[src/rtl/phase_sequencer.sv]
// Three-phase strobe sequencer: checks one-hot A->B->C ordering and turns strobes into stage enables.
// Optional stall detection is built only when PHASE_SEQ_STALL_DETECT_EN is defined.
module phase_sequencer #(
    parameter int unsigned CNT_WIDTH   = 16,
    parameter int unsigned STALL_LIMIT = 8
) (
    input  logic                 clk,
    input  logic                 reset,
    input  logic                 cycle_clock,
    input  logic                 ram_clock,
    input  logic                 internal_clock,
    input  logic                 error_clear,
    output logic                 fetch_en,
    output logic                 mem_en,
    output logic                 exec_en,
    output logic                 cycle_done,
    output logic [CNT_WIDTH-1:0] cycles_retired,
    output logic                 running,
    output logic                 stalled,
    output logic                 phase_error
);

    typedef enum logic [2:0] {
        S_IDLE,
        S_EXP_B,
        S_EXP_C,
        S_EXP_A,
        S_ERROR
    } state_t;

    state_t                 r_state;
    logic                   r_fetch_en;
    logic                   r_mem_en;
    logic                   r_exec_en;
    logic                   r_cycle_done;
    logic [CNT_WIDTH-1:0]   r_cycles;

    logic [2:0] w_p;
    logic [2:0] w_exp_phase;
    logic       w_multi_hot;
    logic       w_running;

    if (STALL_LIMIT == 0) begin : g_bad_stall_limit
        $error("phase_sequencer: STALL_LIMIT must be at least 1");
    end

    assign w_p = {cycle_clock, ram_clock, internal_clock};

    always_comb begin
        w_multi_hot = 1'b0;
        case (w_p)
            3'b011, 3'b101, 3'b110, 3'b111: w_multi_hot = 1'b1;
            default:                        w_multi_hot = 1'b0;
        endcase
    end

    always_comb begin
        w_exp_phase = 3'b000;
        case (r_state)
            S_EXP_B: w_exp_phase = 3'b010;
            S_EXP_C: w_exp_phase = 3'b001;
            S_EXP_A: w_exp_phase = 3'b100;
            default: w_exp_phase = 3'b000;
        endcase
    end

    assign w_running = (r_state == S_EXP_B) || (r_state == S_EXP_C) || (r_state == S_EXP_A);

    always_ff @(posedge clk) begin
        if (reset) begin
            r_state      <= S_IDLE;
            r_fetch_en   <= 1'b0;
            r_mem_en     <= 1'b0;
            r_exec_en    <= 1'b0;
            r_cycle_done <= 1'b0;
            r_cycles     <= '0;
        end else begin
            r_fetch_en   <= 1'b0;
            r_mem_en     <= 1'b0;
            r_exec_en    <= 1'b0;
            r_cycle_done <= 1'b0;
            case (r_state)
                S_IDLE: begin
                    // Stray B/C strobes here belong to a partial cycle and are dropped.
                    if (w_p == 3'b100) begin
                        r_fetch_en <= 1'b1;
                        r_state    <= S_EXP_B;
                    end
                end
                S_EXP_B, S_EXP_C, S_EXP_A: begin
                    if (w_p == 3'b000) begin
                        r_state <= r_state;
                    end else if (w_p == w_exp_phase) begin
                        case (r_state)
                            S_EXP_B: begin
                                r_mem_en <= 1'b1;
                                r_state  <= S_EXP_C;
                            end
                            S_EXP_C: begin
                                r_exec_en    <= 1'b1;
                                r_cycle_done <= 1'b1;
                                r_cycles     <= r_cycles + CNT_WIDTH'(1);
                                r_state      <= S_EXP_A;
                            end
                            default: begin
                                r_fetch_en <= 1'b1;
                                r_state    <= S_EXP_B;
                            end
                        endcase
                    end else begin
                        r_state <= S_ERROR;
                    end
                end
                S_ERROR: begin
                    // A multi-hot strobe arriving with the clear counts as a fresh error.
                    if (error_clear && !w_multi_hot) begin
                        r_state <= S_IDLE;
                    end
                end
                default: r_state <= S_IDLE;
            endcase
        end
    end

    assign fetch_en       = r_fetch_en;
    assign mem_en         = r_mem_en;
    assign exec_en        = r_exec_en;
    assign cycle_done     = r_cycle_done;
    assign cycles_retired = r_cycles;
    assign running        = w_running;
    assign phase_error    = (r_state == S_ERROR);

`ifdef PHASE_SEQ_STALL_DETECT_EN
    localparam int unsigned STALL_W = (STALL_LIMIT < 1) ? 1 : $clog2(STALL_LIMIT + 1);

    logic [STALL_W-1:0] r_stall_cnt;

    // Counting only while running and idle-strobed also covers the clears on entry to IDLE/ERROR.
    always_ff @(posedge clk) begin
        if (reset) begin
            r_stall_cnt <= '0;
        end else if (w_running && (w_p == 3'b000)) begin
            if (r_stall_cnt < STALL_W'(STALL_LIMIT)) begin
                r_stall_cnt <= r_stall_cnt + STALL_W'(1);
            end
        end else begin
            r_stall_cnt <= '0;
        end
    end

    assign stalled = (r_stall_cnt >= STALL_W'(STALL_LIMIT));
`else
    assign stalled = 1'b0;
`endif

endmodule

[config.mk]
export PLATFORM = sky130hd
export DESIGN_NAME = phase_sequencer
export DESIGN_NICKNAME = d
export VERILOG_FILES = /design/src/rtl/phase_sequencer.sv
export SDC_FILE = /design/constraint.sdc
export NUM_CORES = 1
export LEC_CHECK = 0
export CAP_MARGIN = 40
export CORE_MARGIN = 5
export CORE_UTILIZATION = 30
export CTS_CLUSTER_SIZE = 10
export DETAILED_ROUTE_END_ITERATION = 7
export SLEW_MARGIN = 30
export SYNTH_ARGS = -nofsm -noshare
export SYNTH_HDL_FRONTEND = slang
export SYNTH_SLANG_ARGS = --single-unit
[constraint.sdc]
create_clock -name clk -period 1.55 [get_ports clk]
set_input_delay 0.155 -clock clk [delete_from_list [all_inputs] [get_ports clk]]
set_output_delay 0.155 -clock clk [all_outputs]
set_load 0.1 [all_outputs]
Fig. 1: wires at chosen ports, followed through buffers
Scale: 4 px per um.
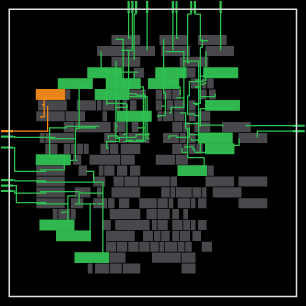
green -> cycles_retired  # direction output, edge 9 top, 5 left, 2 right, end cells 16, buffers 17, wire 715 um
orange -> cycle_done  # direction output, edge left, end cells 1, buffers 1, wire 26.5 um

Fig. 2: clock network drawn from the DEF
Scale: 4 px per um.
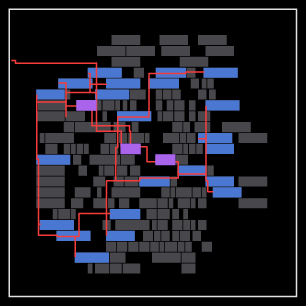
purple -> clock-net drivers  # count 3
red -> clock wires  # length 309 um
blue -> flip-flops  # count 22
routed clock nets = 4
clock group total power: 413 uW
Fin Clk Skew: 0.00573 ns
clock insertion delay at the later pin of the skew report: 0.26 ns

Fig. 3: congestion heat map
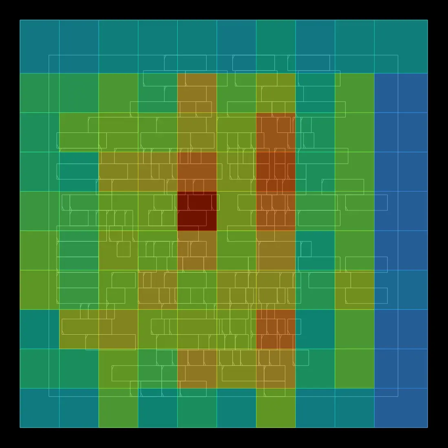
global routing met1 resource utilization: 14.6%
met2 Track Usage GR: 20.0%
core occupancy in the finished layout: 51.9%
M3 GR Usage: 3.51%

Fig. 4: local utilization
Scale: 4 px per um. The die is cut into 7 by 7 equal tiles; dark blue is low, red is high, 0 to 100% covered.
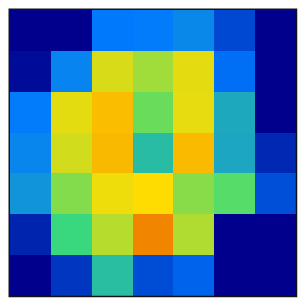
nearly empty tiles = 20%
emptiest ninth of the die = lower right
densest ninth of the die = center
fullest tile = 85%
mean over tiles = 36%
tiles over 75% full = 8.2%
floorplan core density: 30.9%
Std-Cell Core Area: 3660 um2

Fig. 5: signal wires on met3
Scale: 6 px per um.
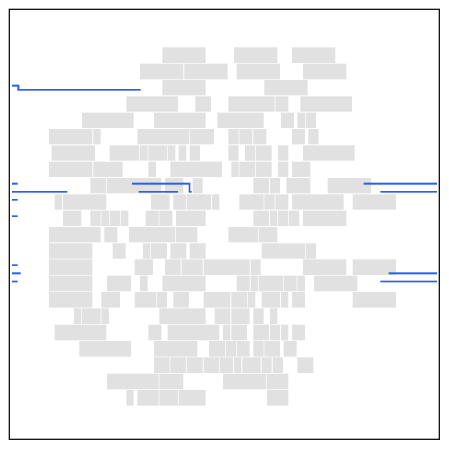
longest straight run = 20.2 um
wire length on this layer = 90.7 um
nets with wire on the layer = 13
share of all routed wire = 3.2%
main direction = horizontal
total length of routed wires: 2.84 mm
total vias in the final route: 1,077

## cells by family after synthesis
group / count (synthesis) / share of synthesized area [%]
other cells: 1 / 0.331
simple gates: 58 / 30.9
compound gates: 28 / 14.1
buf+inv: 15 / 8.40
fa+ha+maj: 1 / 1.10
xor+xnor: 8 / 6.19
flops: 22 / 38.9
## cell type report
cell class	count	area, um2	share of cell area [%]
timing repair buffer	43	612	32.2
inverter	5	18.8	0.988
multi-input combinational	96	663	34.9
sequential	22	490	25.8
tap	48	60.1	3.16
clock buffer	4	55.1	2.90
## report_power, final
| part | switching [uW] | internal [uW] |
|---|---|---|
| clock | 186 | 226 |
| combinational | 72.8 | 45.3 |
| sequential | 1.93 | 546 |
## worst max-delay path, stage by stage
cell and delay (ns):
sky130_fd_sc_hd__clkdlybuf4s50_1 0.48, sky130_fd_sc_hd__nor2b_1 0.27, sky130_fd_sc_hd__nand4_4 0.15, sky130_fd_sc_hd__buf_4 0.19, sky130_fd_sc_hd__or3_4 0.31, sky130_fd_sc_hd__a21oi_1 0.13
## repair_timing
action	in CTS	in global routing
pin swaps	2	3
resized	2	2
setup endpoints to repair	6	8
setup buffers	2	0
## worst paths after layout
path	to	slack [ns]
worst max-delay path	cycles_retired[9]$_SDFFE_PP0P_	0.06
worst min-delay path	fetch_en$_SDFF_PP0_	0.39
worst max register to register	cycles_retired[9]$_SDFFE_PP0P_	0.09
worst min register to register	cycles_retired[13]$_SDFFE_PP0P_	0.52
## flip-flops by register name, summed over array words and instances (netlist names)
signal,cells
mem_en,1
fetch_en,1
cycle_done,1
cycles_retired,16
r_state,3
## per-layer routing
metal,up-vias,part of all wire (%),wire length [um],GRT usage [%]
met1,517,45,1270,14.6
met3,2,3.2,90,3.51
met4,0,0.60,17,3.13
li1,544,-,-,-
met5,-,0,0,0
met2,14,52,1470,20.0
==> notes.md <==
- 178 — fin nets
- 96.2% — final critical-path share of the clock period
- sky130_fd_sc_hd__dfxtp_1 — Dominant flop cell
- 22 — standard-cell row count
- 1820 um2 — placed instance area
- 0 — max_cap viols
- 22 — clock sink total
- 4.94 — average via count per standard cell
- 5 — CP Max Fanout
- 1130 um2 — synthesis area per yosys
- 47 — number of DRC markers after the initial detailed-route iteration
- 4.91 mm — wire length of the first global-routing pass
- cycle_clock — Worst Hold Launch
- finished clean — result of the run
- 3 — CTS Buf Count
- 0.000699 uW — reported leakage power
- 5100 um2 — total die area
- 38.9% — Largest type area fraction
- 0 — max-slew violation count
- 0 — antenna violations before repair
- 0.0593 ns — crit path setup slack, layout
- done — clock tree from TritonCTS
- 4 — WHS Path Cells
- 212 — cell total after placement
- 22 — Synth Register Bits
- 0.390 ns — WHS
- sky130_fd_sc_hd__buf_12 — most frequent standard cell in the layout excluding fill and tap cells
- false — unrepaired setup endpoints after global routing
- 29 — number of top-level pins
- 218 — fin cells
- 1.68 ns — data arrival time at the worst-slack endpoint
- 11.8% — Total GRT Usage
- 22 x sky130_fd_sc_hd__buf_12, 16 x sky130_fd_sc_hd__buf_4, 12 x sky130_fd_sc_hd__nor2_1, 12 x sky130_fd_sc_hd__dfxtp_4, 11 x sky130_fd_sc_hd__a21oi_1 — Top Layout Cells
- 13.0 um — WL per Instance
- 0.564 mV — Max IR drop VDD
- 1900 um2 — post-route cell area
- r_state[0]$_SDFFE_PP0P_ — critical register-to-register path startpoint
- 1,047 — number of global-route vias before repair
- 0 — YS warnings
- 2 — buffers from clock root to sink, at most
- 0 — flip-flops with a built-in enable
- 568 nW/um2 — power density over the cells
- 133 — cells in synth_stat.txt
- sky130_fd_sc_hd__dfxtp_1 — cell with the most instances after synthesis
- 1.49 ns — minimum clock period
- 1 — Max H-tree Level
- 0% — FFs w/ async S/R, synth
- sky130_fd_sc_hd__dfxtp_1 — Synth area leader
- 38.9% — register area share after synthesis
- 22 x sky130_fd_sc_hd__dfxtp_1, 13 x sky130_fd_sc_hd__a21oi_1, 13 x sky130_fd_sc_hd__nor2_1 — most numerous cell types in the synthesized netlist
- 0 — final count of hold timing violations
- 5 — Worst Reg2Reg Path Length in Cells
- 671 MHz — Achievable Freq
- 0 ns — accumulated negative setup slack
- 8.51 um2 — syn_area_per_cell
- 28 — Tool Warnings
- in2reg — hold crit path type
- 44.1% — share of post-route cells with drive strength above 1
- -0.389 ns — Post-Place Worst Slack
- 67.7% — area growth from synthesis to final layout
- 2.10 mm — placed wire-length estimate
- 0 — total grt overflow
- 0 — antenna diode instance count
- 71.4 um — chip width
- 27 — Port Buffer Count
- 0 — post-route antenna net violation count
- 21 — maximum number of pins on one net before global-route repair
- 1.74 ns — data required time of the critical path
- 0 — DRC
- 0.08 ns — Worst-path clk slew
- 71.4 um — vertical extent of the die
- 1130 um2 — cell area after synthesis
- flip-flop — Critical Path End Type
Power is estimated from default activity; no workload was simulated.
